[src/rtl/bit_interleaver_if.sv]
// Serial bit interleaver port bundle.
// The upstream side (master) drives the scrambled bit stream and the flush
// pulse; the interleaver (slave) returns the permuted stream and status.
interface bit_interleaver_if;
  // Handshake: il_in is taken only on a rising edge where il_valid=1.
  // There is no ready; while il_busy=1 any valid bit is discarded and
  // flagged on il_drop. il_out is meaningful only where il_out_valid=1,
  // and the output side has no backpressure.
  logic il_in;
  logic il_valid;
  logic il_flush;
  logic il_out;
  logic il_out_valid;
  logic il_out_sob;
  logic il_busy;
  logic il_drop;

  modport master (
    output il_in, il_valid, il_flush,
    input  il_out, il_out_valid, il_out_sob, il_busy, il_drop
  );

  modport slave (
    input  il_in, il_valid, il_flush,
    output il_out, il_out_valid, il_out_sob, il_busy, il_drop
  );
endinterface

[src/rtl/bit_interleaver.sv]
// Ping-pong block bit interleaver: rows are written in, columns are read out.
// Writer fills bank wb at linear address wc; a full bank is drained by the
// reader in column order, one bit per cycle. Flush zero-pads a partial block.
module bit_interleaver #(
  parameter int ROWS = 8,
  parameter int COLS = 12
) (
  input  logic           clk,
  input  logic           rst,
  bit_interleaver_if.slave bus,
  output logic           dbg_rd_state
);

  localparam int N  = ROWS * COLS;
  localparam int AW = $clog2(N);
  localparam int RW = $clog2(ROWS);
  localparam int CW = $clog2(COLS);
  localparam logic [AW-1:0] LAST    = AW'(N - 1);
  localparam logic [RW-1:0] ROW_END = RW'(ROWS - 1);

  typedef enum logic {
    RD_IDLE = 1'b0,
    RD_RUN  = 1'b1
  } rd_state_e;

  // Storage is intentionally not reset.
  logic [N-1:0] mem [2];

  // Write side
  logic          wb;
  logic [AW-1:0] wc;
  logic          busy;
  logic          drop;
  logic [1:0]    full;
  logic          accept;
  logic          wr_en;
  logic          wr_bit;
  logic          wr_last;
  logic          flush_go;

  // Read side
  rd_state_e     state, state_n;
  logic          rb, rb_n;
  logic [AW-1:0] rc, rc_n;
  logic [RW-1:0] rrow, rrow_n;
  logic [CW-1:0] rcol, rcol_n;
  logic          rd_load;
  logic          rd_bank;
  logic [AW-1:0] rd_addr;
  logic          sob_n;
  logic          clr_full;
  logic          avail_cur;
  logic          avail_oth;

  // Writer decode: padding writes zeros, otherwise accepted bits are stored.
  // A flush that coincides with the final bit of a block has nothing to pad.
  always_comb begin
    accept   = bus.il_valid & ~busy;
    wr_en    = accept | busy;
    wr_bit   = busy ? 1'b0 : bus.il_in;
    wr_last  = wr_en & (wc == LAST);
    flush_go = bus.il_flush & ~busy & ((wc != '0) | accept) & ~wr_last;
  end

  // Writer counters, pad state and sticky drop flag.
  always_ff @(posedge clk) begin
    if (rst) begin
      wb   <= 1'b0;
      wc   <= '0;
      busy <= 1'b0;
      drop <= 1'b0;
    end else begin
      if (wr_en) begin
        if (wr_last) begin
          wc   <= '0;
          wb   <= ~wb;
          busy <= 1'b0;
        end else begin
          wc <= wc + 1'b1;
        end
      end
      if (flush_go) begin
        busy <= 1'b1;
      end
      if (bus.il_valid & busy) begin
        drop <= 1'b1;
      end
    end
  end

  // Bit storage for both banks.
  always_ff @(posedge clk) begin
    if (wr_en && !rst) begin
      mem[wb][wc] <= wr_bit;
    end
  end

  // Bank full flags: set by the writer on completion, cleared by the reader.
  always_ff @(posedge clk) begin
    if (rst) begin
      full <= 2'b00;
    end else begin
      if (wr_last) begin
        full[wb] <= 1'b1;
      end
      if (clr_full) begin
        full[rb] <= 1'b0;
      end
    end
  end

  // A bank counts as available if already full or completing on this edge,
  // so its first bit (written long before) can be launched immediately.
  always_comb begin
    avail_cur = full[rb]  | (wr_last & (wb == rb));
    avail_oth = full[~rb] | (wr_last & (wb != rb));
  end

  // Reader next-state: rc tracks the bit currently shown on il_out.
  always_comb begin
    state_n  = state;
    rb_n     = rb;
    rc_n     = rc;
    rrow_n   = rrow;
    rcol_n   = rcol;
    rd_load  = 1'b0;
    rd_bank  = rb;
    rd_addr  = '0;
    sob_n    = 1'b0;
    clr_full = 1'b0;
    case (state)
      RD_IDLE: begin
        if (avail_cur) begin
          state_n = RD_RUN;
          rc_n    = '0;
          rrow_n  = '0;
          rcol_n  = '0;
          rd_load = 1'b1;
          sob_n   = 1'b1;
        end
      end
      RD_RUN: begin
        if (rc == LAST) begin
          clr_full = 1'b1;
          rb_n     = ~rb;
          rc_n     = '0;
          rrow_n   = '0;
          rcol_n   = '0;
          if (avail_oth) begin
            rd_load = 1'b1;
            rd_bank = ~rb;
            sob_n   = 1'b1;
          end else begin
            state_n = RD_IDLE;
          end
        end else begin
          rc_n = rc + 1'b1;
          if (rrow == ROW_END) begin
            rrow_n = '0;
            rcol_n = rcol + 1'b1;
          end else begin
            rrow_n = rrow + 1'b1;
          end
          rd_load = 1'b1;
          rd_addr = AW'(int'(rrow_n) * COLS + int'(rcol_n));
        end
      end
      default: state_n = RD_IDLE;
    endcase
  end

  // Reader state register.
  always_ff @(posedge clk) begin
    if (rst) begin
      state <= RD_IDLE;
    end else begin
      state <= state_n;
    end
  end

  // Reader counters and registered output stage.
  always_ff @(posedge clk) begin
    if (rst) begin
      rb               <= 1'b0;
      rc               <= '0;
      rrow             <= '0;
      rcol             <= '0;
      bus.il_out       <= 1'b0;
      bus.il_out_valid <= 1'b0;
      bus.il_out_sob   <= 1'b0;
    end else begin
      rb               <= rb_n;
      rc               <= rc_n;
      rrow             <= rrow_n;
      rcol             <= rcol_n;
      bus.il_out       <= rd_load ? mem[rd_bank][rd_addr] : 1'b0;
      bus.il_out_valid <= rd_load;
      bus.il_out_sob   <= sob_n;
    end
  end

  assign bus.il_busy   = busy;
  assign bus.il_drop   = drop;
  assign dbg_rd_state  = state;

  // The reader always frees a bank before the writer can need it again.
  assert property (@(posedge clk) disable iff (rst) !(wr_en && full[wb]));

endmodule

[src/flat_wrapper.sv]
// flat-port wrapper written by rule: the top's interface ports become plain ports
module bit_interleaver_flat 
#(
  parameter int ROWS = 8,
  parameter int COLS = 12
)
  (clk, rst, dbg_rd_state, bus_il_in, bus_il_valid, bus_il_flush, bus_il_out, bus_il_out_valid, bus_il_out_sob, bus_il_busy, bus_il_drop);
  bit_interleaver_if bus_i ();
  input  logic clk;
  input  logic rst;
  output logic dbg_rd_state;
  input wire logic [$bits(bus_i.il_in)-1:0] bus_il_in;
  input wire logic [$bits(bus_i.il_valid)-1:0] bus_il_valid;
  input wire logic [$bits(bus_i.il_flush)-1:0] bus_il_flush;
  output wire logic [$bits(bus_i.il_out)-1:0] bus_il_out;
  output wire logic [$bits(bus_i.il_out_valid)-1:0] bus_il_out_valid;
  output wire logic [$bits(bus_i.il_out_sob)-1:0] bus_il_out_sob;
  output wire logic [$bits(bus_i.il_busy)-1:0] bus_il_busy;
  output wire logic [$bits(bus_i.il_drop)-1:0] bus_il_drop;
  assign bus_i.il_in = bus_il_in;
  assign bus_i.il_valid = bus_il_valid;
  assign bus_i.il_flush = bus_il_flush;
  assign bus_il_out = bus_i.il_out;
  assign bus_il_out_valid = bus_i.il_out_valid;
  assign bus_il_out_sob = bus_i.il_out_sob;
  assign bus_il_busy = bus_i.il_busy;
  assign bus_il_drop = bus_i.il_drop;
  bit_interleaver #(.ROWS(ROWS), .COLS(COLS)) u_core (.clk(clk), .rst(rst), .bus(bus_i), .dbg_rd_state(dbg_rd_state));
endmodule
[config.mk]
export PLATFORM = sky130hd
export DESIGN_NAME = bit_interleaver_flat
export DESIGN_NICKNAME = d
export VERILOG_FILES = /design/src/rtl/bit_interleaver_if.sv /design/src/rtl/bit_interleaver.sv /design/src/flat_wrapper.sv
export SDC_FILE = /design/constraint.sdc
export NUM_CORES = 1
export LEC_CHECK = 0
export ABC_AREA = 1
export CORE_MARGIN = 5
export CORE_UTILIZATION = 63
export CTS_CLUSTER_DIAMETER = 80
export CTS_CLUSTER_SIZE = 25
export DETAILED_ROUTE_END_ITERATION = 10
export PLACE_DENSITY = 0.8
export SLEW_MARGIN = 20
export SYNTH_ARGS = -nofsm -noshare
export SYNTH_HDL_FRONTEND = slang
export SYNTH_SLANG_ARGS = --single-unit
[constraint.sdc]
create_clock -name clk -period 7.99 [get_ports clk]
set_input_delay 0.799 -clock clk [delete_from_list [all_inputs] [get_ports clk]]
set_output_delay 0.799 -clock clk [all_outputs]
set_load 0.02 [all_outputs]
==> metrics.cfg <==
[worst_setup_path]
cp_slowest_cell = inv_2
worstPathCellList = buf_4 -> buf_12 -> nand2_1 -> nand2_1 -> nand3_1 -> nand2_1 -> nand2_1 -> nand2_2 -> buf_4 -> nand2_4 -> inv_2 -> nand2_1 -> nand2_1 -> nand2_1 -> nand3_1 -> nand3_1 -> nand3_1 -> nand3_1 -> nand3_1 -> nand3_1 -> a21oi_1
critPathMaxStageDelay_ps = 800
required_ps = 8400
crit_arrival_ps = 5000
r2r_start = u_core.wb
startpoint = u_core.wb

[worst_hold_path]
hp-class = flop to flop

[final_layout]
nonClkBufAreaFrac = 0.0183
utilization = 0.665
seq_cell_count = 222
logic_gates = 778
largest_register_ffs = 192
fin_nets = 1154
regArea_mm2 = 0.00637
seq_share = 0.555
dominant_cells = flip-flops and latches
largest-register = u_core.mem
drive_gt1_frac = 0.0377
comb_share = 0.336
reg.largest.list = u_core.mem (192), u_core.rc (7), u_core.wc (7)
nFillCells = 1404
logic_area_mm2 = 0.00385

[final_timing]
max_freq_ghz = 0.218
final-setup-viol-count = 0
fin_skew_ps = 16.8
rsz0062_at_grt = false
timing.hold.ws_ps = 478
fin_crit_sh = 0.574
tightest_slew_ps = 1160

[power]
pwr_density_cell_mw_per_mm2 = 178
vdd_ir_drop_max_v = 0.000134
leakage_uw = 0.00403

[global_routing]
grt_util_met3 = 0.0360
grt_pass1_vias = 8143
grt_busiest_layer = met2
grt_first_pass_wirelength_um = 41900
grt_start_max_net_pins = 121

[detailed_routing]
drc = 0
avgViaCountPerCell = 6.21
firstDrtPassIters = 5
postRouteAntennaNets = 0
wl_met1_um = 10500
top_layer = met4

[clocking]
clk_latency_ps = 470
htreeDepth = 1
cts_tree = built
clockBufferDepth = 3
cts_resized = 0
hold_buffers = 0

[synthesis]
synthArstFlopShare = 0
syn_area_mm2 = 0.0110
ys_types = 31
ys.flops = 222
synth_top_area_share = 0.523
edf_count = 192
synth_top_cell_by_area = edfxtp_1
avgSynthCellArea_um2 = 9.24
synth.area.top_cells = edfxtp_1, nor3_1, nand3_1

[run_status]
status = finished clean

[die]
die_x_um = 142
ios = 11
taps = 225
dieArea_mm2 = 0.0202
initial_utilization = 0.639

[placement]
place_area_mm2 = 0.0111

[flow_run]
drv_cap = 0

-- stage by stage --
step	cells	setup slack [ps]
detailed placement	1345	3310
floorplan	1193	1590
CTS	1365	3440
global route	1366	3130
finish	1366	3400
global placement	1345	3390
-- how the worst min path moves through the flow --
stage                    from        endpoint  slack, ps  cells after the start
2_1_floorplan  u_core.full[1]  u_core.full[1]        440                      2
3_3_place_gp   u_core.rrow[2]  u_core.rrow[2]        450                      2
3_5_place_dp   u_core.rrow[2]  u_core.rrow[2]        460                      2
4_1_cts        u_core.rrow[2]  u_core.rrow[2]        480                      2
5_1_grt        u_core.rrow[2]  u_core.rrow[2]        500                      2
6_report       u_core.rrow[2]  u_core.rrow[2]        480                      2
-- Yosys cell counts (3+ instances only) --
| cell type | instances |
|---|---|
| xnor2_1 | 4 |
| nand3b_1 | 35 |
| a21oi_1 | 22 |
| buf_2 | 8 |
| nand3_1 | 191 |
| o21ai_0 | 8 |
| xor2_1 | 3 |
| nand2_1 | 243 |
| ha_1 | 11 |
| dfxtp_1 | 30 |
| edfxtp_1 | 192 |
| buf_1 | 7 |
| o211ai_1 | 9 |
| inv_2 | 3 |
| inv_1 | 94 |
| nor2_1 | 45 |
| clkbuf_1 | 66 |
| buf_4 | 5 |
| nor3_1 | 192 |
| buf_6 | 9 |
-- where the power goes --
| part | total, uW | internal, uW | switching, uW |
|---|---|---|---|
| clock | 703 | 327 | 377 |
| sequential | 1270 | 1270 | 3.72 |
| combinational | 59.6 | 10.9 | 48.7 |
| total | 2040 | 1610 | 429 |
-- kinds of logic after synthesis --
kind of cell | share of synthesized area
flops | 0.578
buf+inv | 0.0745
compound gates | 0.0229
xor+xnor | 0.00556
simple gates | 0.302
fa+ha+maj | 0.0161
mux | 0.00102
Fig. 1: clock nets
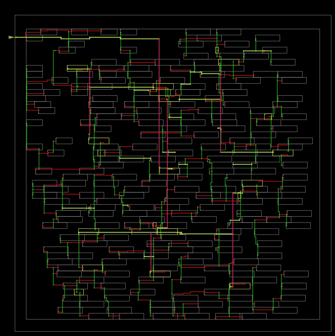
CTS Buf Count: 13
CTS sink cnt: 222
layout clock buffer count: 16

Fig. 2: met4 routing
Scale bar: 50 um.
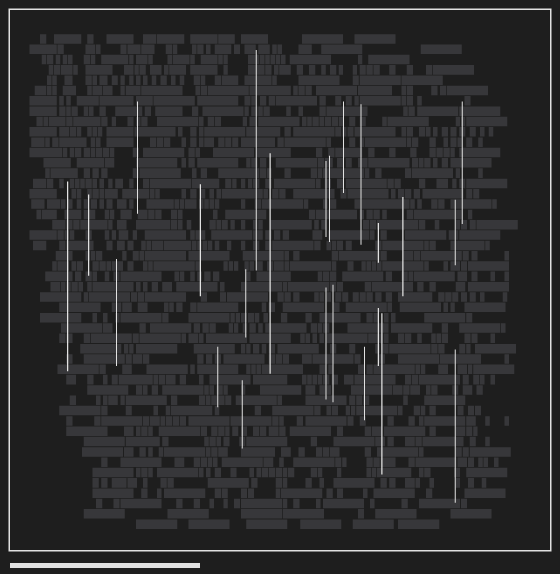
The wires run mostly vertical. The layer holds 2.7% of the routed length.
Detailed Route WL: 26000 um
routed via count: 8489

Fig. 3: cells by drive strength
Scale bar: 50 um.
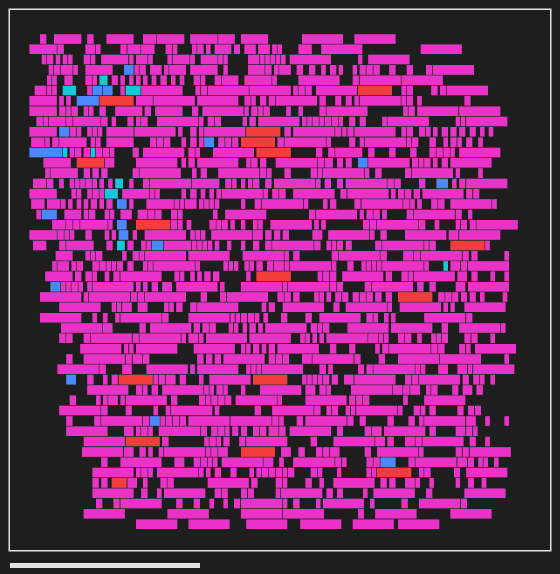
Key: red = drive 6 and up [cells 16, share 1.4%, most used clkbuf_16]; blue = drive 3 to 4 [cells 18, share 1.6%, most used buf_4]; cyan = drive 2 [cells 9, share 0.79%]; magenta = drive 1 or less [cells 1098, share 96%, most used nand2_1]
PnR worst setup slack: 3400 ps
Buffers excl. clock: 23
Layout area overhead: 4.09%
final instance area: 0.0115 mm^2

Fig. 4: routed metal, one color a layer
Two of the layers only.
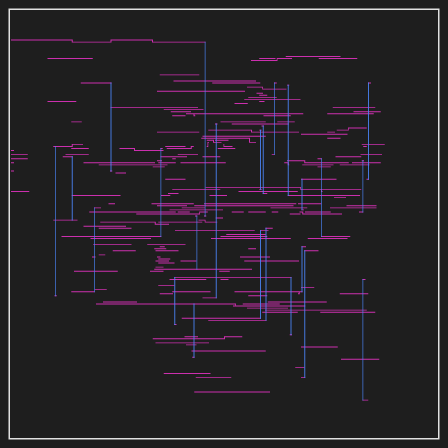
Key: blue = met4 [wire length 688 um]; magenta = met3 [wire length 2200 um]
average wire per standard cell: 19.0 um
All-Layer GR Usage: 0.261

Fig. 5: M2 wires
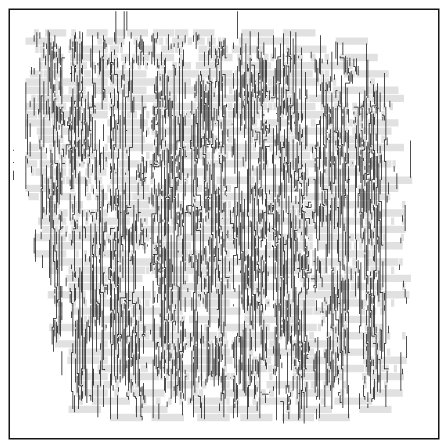
The layer holds 48% of the routed length. 894 nets have wire on it. The layer carries 12500 um of wire. The wires run mostly vertical. The longest straight run is 60.5 um.
GR Util met2: 0.414

Power is estimated from default activity; no workload was simulated.
